==> images/class_map.png <==
Drawn at 8 px/um. Fill, decap, tap and diode cells in grey.
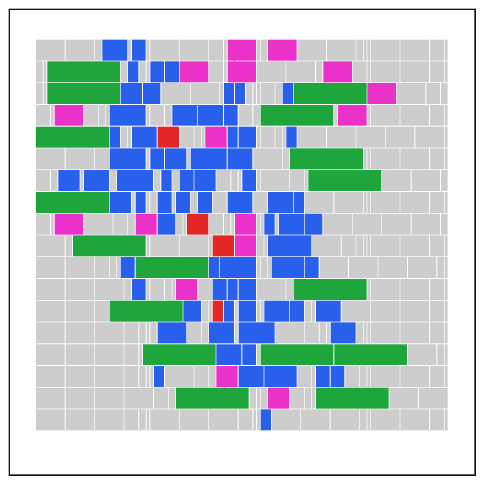
==> images/ff_map.png <==
Drawn at 8 px/um. Other sequential cells in the stronger grey, the rest of the logic in the fainter grey.
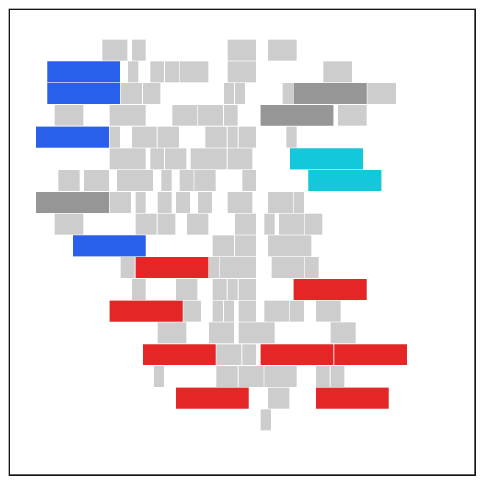
==> images/floorplan.png <==
Drawn at 6 px/um. Pins as bars on the die edge.
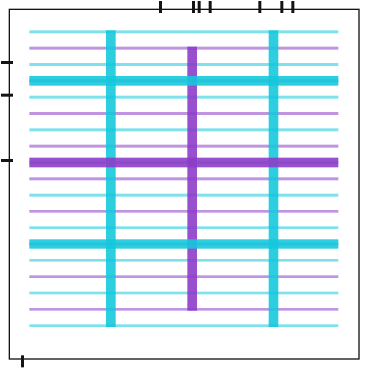
<file path="src/rtl/pulse_spacer.sv">
// Paces event requests into single-cycle pulses spaced GAP clocks apart, with a saturating backlog.
// Define PULSE_SPACER_STICKY_OVF_EN for a sticky overflow flag cleared by ovf_clr.
module pulse_spacer #(
    parameter int unsigned GAP   = 8,
    parameter int unsigned CNT_W = 4
) (
    input  logic             clk,
    input  logic             rst_n,
    input  logic             evt_in,
    input  logic             ovf_clr,
    output logic             pulse_out,
    output logic [CNT_W-1:0] pending,
    output logic             busy,
    output logic             overflow
);

    localparam int unsigned GAP_W = 8;
    localparam logic [CNT_W-1:0] PEND_MAX = '1;
    localparam logic [GAP_W-1:0] GAP_LOAD = GAP_W'(GAP - 2);

    typedef enum logic [1:0] {
        ST_IDLE = 2'd0,
        ST_EMIT = 2'd1,
        ST_GAP  = 2'd2
    } state_t;

    state_t           state_q, state_d;
    logic [GAP_W-1:0] gap_cnt_q, gap_cnt_d;
    logic [CNT_W-1:0] pending_q, pending_d;
    logic             pulse_q, pulse_d;
    logic             busy_q, busy_d;
    logic             ovf_q, ovf_d;
    logic             dec;
    logic             drop;

    always_ff @(posedge clk or negedge rst_n) begin
        if (!rst_n) begin
            state_q   <= ST_IDLE;
            gap_cnt_q <= '0;
            pending_q <= '0;
            pulse_q   <= 1'b0;
            busy_q    <= 1'b0;
            ovf_q     <= 1'b0;
        end else begin
            state_q   <= state_d;
            gap_cnt_q <= gap_cnt_d;
            pending_q <= pending_d;
            pulse_q   <= pulse_d;
            busy_q    <= busy_d;
            ovf_q     <= ovf_d;
        end
    end

    // Next state; a backlog at the end of the gap goes straight back to EMIT.
    always_comb begin
        state_d   = state_q;
        gap_cnt_d = gap_cnt_q;
        dec       = 1'b0;
        case (state_q)
            ST_IDLE: begin
                if (pending_q != '0) begin
                    state_d = ST_EMIT;
                    dec     = 1'b1;
                end
            end
            ST_EMIT: begin
                state_d   = ST_GAP;
                gap_cnt_d = GAP_LOAD;
            end
            ST_GAP: begin
                if (gap_cnt_q == '0) begin
                    if (pending_q != '0) begin
                        state_d = ST_EMIT;
                        dec     = 1'b1;
                    end else begin
                        state_d = ST_IDLE;
                    end
                end else begin
                    gap_cnt_d = gap_cnt_q - GAP_W'(1);
                end
            end
            default: state_d = ST_IDLE;
        endcase
    end

    // Saturating backlog; an emit in the same cycle makes room for an event at full.
    always_comb begin
        pending_d = pending_q;
        drop      = evt_in && !dec && (pending_q == PEND_MAX);
        if (evt_in && !dec && !drop) begin
            pending_d = pending_q + CNT_W'(1);
        end else if (dec && !evt_in) begin
            pending_d = pending_q - CNT_W'(1);
        end
    end

    always_comb begin
        pulse_d = (state_d == ST_EMIT);
        busy_d  = (state_d != ST_IDLE) || (pending_d != '0);
    end

`ifdef PULSE_SPACER_STICKY_OVF_EN
    // Set has priority over clear.
    always_comb begin
        ovf_d = ovf_q;
        if (drop) begin
            ovf_d = 1'b1;
        end else if (ovf_clr) begin
            ovf_d = 1'b0;
        end
    end
`else
    logic unused_ovf_clr;
    assign unused_ovf_clr = ovf_clr;

    always_comb begin
        ovf_d = drop;
    end
`endif

    assign pulse_out = pulse_q;
    assign pending   = pending_q;
    assign busy      = busy_q;
    assign overflow  = ovf_q;

endmodule
</file>
<file path="config.mk">
export PLATFORM = sky130hd
export DESIGN_NAME = pulse_spacer
export DESIGN_NICKNAME = d
export VERILOG_FILES = /design/src/rtl/pulse_spacer.sv
export SDC_FILE = /design/constraint.sdc
export NUM_CORES = 1
export LEC_CHECK = 0
export CAP_MARGIN = 20
export CORE_MARGIN = 3
export CORE_UTILIZATION = 34
export DETAILED_ROUTE_END_ITERATION = 12
export SYNTH_ARGS = -nofsm -noshare
export SYNTH_HDL_FRONTEND = slang
export SYNTH_SLANG_ARGS = --single-unit
</file>
<file path="constraint.sdc">
create_clock -name clk -period 2.45 [get_ports clk]
set_input_delay 0.245 -clock clk [delete_from_list [all_inputs] [get_ports clk]]
set_output_delay 0.245 -clock clk [all_outputs]
set_load 0.02 [all_outputs]
</file>
==> flow_metrics.env <==
# yosys + openroad results
export IMPL_fillers=258
export IMPL_max_slew_margin_pct=51.0
export IMPL_drt_total_wl_um=1800
export IMPL_grt_max_degree=18
export IMPL_ys_types=35
export IMPL_ant_nets=0
export IMPL_drc=0
export IMPL_tightest_slew_ns=0.732
export IMPL_setup_violations_final=0
export IMPL_placed_cells=134
export IMPL_p_int_mw=0.821
export IMPL_fin_ws_ns=0.146
export IMPL_port_buffers=9
export IMPL_p_clk_share_pct=10.7
export IMPL_ys_flops=17
export IMPL_die_area_mm2=0.00337
export IMPL_drive_gt1_share_pct=16.7
export IMPL_grt_pass1_vias=698
export IMPL_crit_required_ns=2.62
export IMPL_p_comb_mw=0.791
export IMPL_fin_cells=138
export IMPL_io_pins=11
export IMPL_yosys_area_top_type_share_pct=46.2
export IMPL_ys_sh_mux_pct=1.09
export IMPL_placed_area_mm2=0.00109
export IMPL_worst_setup_path_type="reg -> reg"
export IMPL_crit_arrival_ns=2.47
export IMPL_drv_cap=0
export IMPL_grtUsageTotal_pct=11.9
export IMPL_clock_latency_late_pin_ns=0.29
export IMPL_yosys_area_share_aoi_pct=18.1
export IMPL_top_power_group="combinational cells"
export IMPL_via_per_inst=5.27
export IMPL_hold_class="in -> async"
export IMPL_grt_overflow_total=0
export IMPL_period_minus_slack_ns=2.30
export IMPL_edf_count=0
export IMPL_xor_share_pct=3.80
export IMPL_routedWlPerCell_um=13.0
export IMPL_vias=727
export IMPL_ys_area_um2=921
export IMPL_pg_clk_mw=0.153
export IMPL_p_seq_share_pct=34.3
export IMPL_yosys_top_cells_area="dfrtp_1 (46%), ha_1 (6.8%), nand4b_1 (2.9%)"
export IMPL_clkSinkCount=17
export IMPL_top_logic_kind="simple AND/OR/NAND/NOR gates"
export IMPL_top_usage_layer="met2"
export IMPL_post_cts_buffers=0
export IMPL_fmax_ghz=0.434
export IMPL_ys_cells=90
export IMPL_design_power_total_mw=1.44
export IMPL_regToRegSetupSlack_ns=0.15
export IMPL_clkTransAtPathRegs_ns=0.10
export IMPL_fp_util_pct=36.5
export IMPL_p_switching_mw=0.616
export IMPL_drt_iter0_drc=18
export IMPL_cts_hold_buf=0
export IMPL_flop_cell="dfrtp_1"
export IMPL_cts_resized=0
export IMPL_layout_top_cells="dfrtp_1 (17), clkdlybuf4s50_1 (9), buf_4 (7), inv_1 (6)"
export IMPL_numCtsBuffers=3
export IMPL_swShare_pct=42.9
export IMPL_ys_sh_simple_pct=20.2
export IMPL_yosysWarnings=0
export IMPL_fin_skew_ns=0.000813
export IMPL_fin_crit_sh_pct=94.0
export IMPL_drt_first_pass_iters=4
export IMPL_grtUsageMet1_pct=16.6
export IMPL_rows=18
export IMPL_design_area_mm2=0.00112
export IMPL_synth_seq_area_share_pct=46.2
export IMPL_fa_ha_area_share_pct=6.79
export IMPL_slew_violations=0
export IMPL_start_kind="flop"
export IMPL_cellLeakagePower_nw=0.477
export IMPL_place_congestion=0.786
export IMPL_status="finished, final reports clean"
export IMPL_area_growth_pct=21.3
export IMPL_async_reset_ff_share_pct=100
export IMPL_grtUsageMet2_pct=17.6
export IMPL_synth_nets=99
export IMPL_antenna_found_initial=0
export IMPL_netlist_instances=90
export IMPL_setup_tns_ns=0
export IMPL_h_tree_depth=1
export IMPL_crit_path_end_kind="flop"
export IMPL_top_area_cell="dfrtp_1"
About class_map.png:
Key: registers = green [cells 17, share of their area 39%]; remaining logic cells = blue [cells 71, share of their area 45%]; remaining buffers and delay cells = magenta [cells 16, share of their area 13%]; clock drivers and dummy loads = red [cells 4, share of their area 2.4%]

About ff_map.png:
Key: pending = blue [sequential cells 4, where north-west]; gap_cnt_q = red [sequential cells 8, where south]; state_q = cyan [sequential cells 2]
Another 3 sequential cells are not coloured.
Core Util, Final: 44.3%
flop share of the area: 38.1%
Flop area: 425 um^2
Seq power: 0.493 mW

About floorplan.png:
Key: VSS = cyan; VDD = purple
The core has 18 rows. 3 straps on met4. 19 met1 rails follow the rows.
Die Ht: 58.0 um
Die Wd: 58.0 um
maximum vdd ir drop: 0.764 mV
core area: 0.00252 mm^2

kinds of logic (layout without fill, tap and decap cells):
family,after synthesis,count (layout)
adder cells (fa/ha/maj),5,5
multiplexers,1,1
flip-flops,17,17
AND-OR/OR-AND,23,23
buffers and inverters,8,26
AND/OR/NAND/NOR,32,32
XOR/XNOR,4,4
cell type report:
type | count | area (um^2) | share of cell area [%]
well taps | 30 | 37.5 | 3.36
inverters | 6 | 22.5 | 2.02
clock buffers | 4 | 26.3 | 2.35
multi-input cells | 65 | 463 | 41.4
flip-flops and latches | 17 | 425 | 38.1
repair buffers | 16 | 143 | 12.8
state kept, by name, indices dropped and copies added, names as in the netlist:
name and cells:
state_q 2, pending 4, pulse_out 1, overflow 1, busy 1, gap_cnt_q 8
metal layers:
metal / routed length, um / part of all wire (%)
met1: 916 / 51
met2: 824 / 46
met3: 28 / 1.6
met4: 28 / 1.6
met5: 0 / 0
final timing paths:
kind                                   start      endpoint  depth (start not counted)
min in group clk                gap_cnt_q[7]  gap_cnt_q[7]                          1
max in group asynchronous              rst_n    pending[2]                          1
worst max register to register  gap_cnt_q[0]          busy                          8
worst min register to register  gap_cnt_q[7]  gap_cnt_q[7]                          1
worst max-delay path            gap_cnt_q[0]          busy                          8
worst min-delay path                   rst_n     pulse_out                          1
critical path, stage by stage, from the launching register on:
cell      delay (ns)
dfrtp_1         0.40
inv_1           0.08
ha_1            0.13
or3b_4          0.38
o21a_4          0.22
o211ai_1        0.20
o21ai_1         0.12
xnor2_1         0.16
or4_1           0.50
Yosys cell counts, types with 2 or more instances:
master and count:
nand4_1 3, nor2_1 5, nand3_1 4, nor3_1 3
nand4b_1 3, o311ai_0 2, inv_1 6, o21ai_0 5
dfrtp_1 17, a21oi_1 5, xnor2_1 3, o41ai_1 2
ha_1 5, or4_1 2, nand2_1 5
Power and IR drop assume default switching activity.
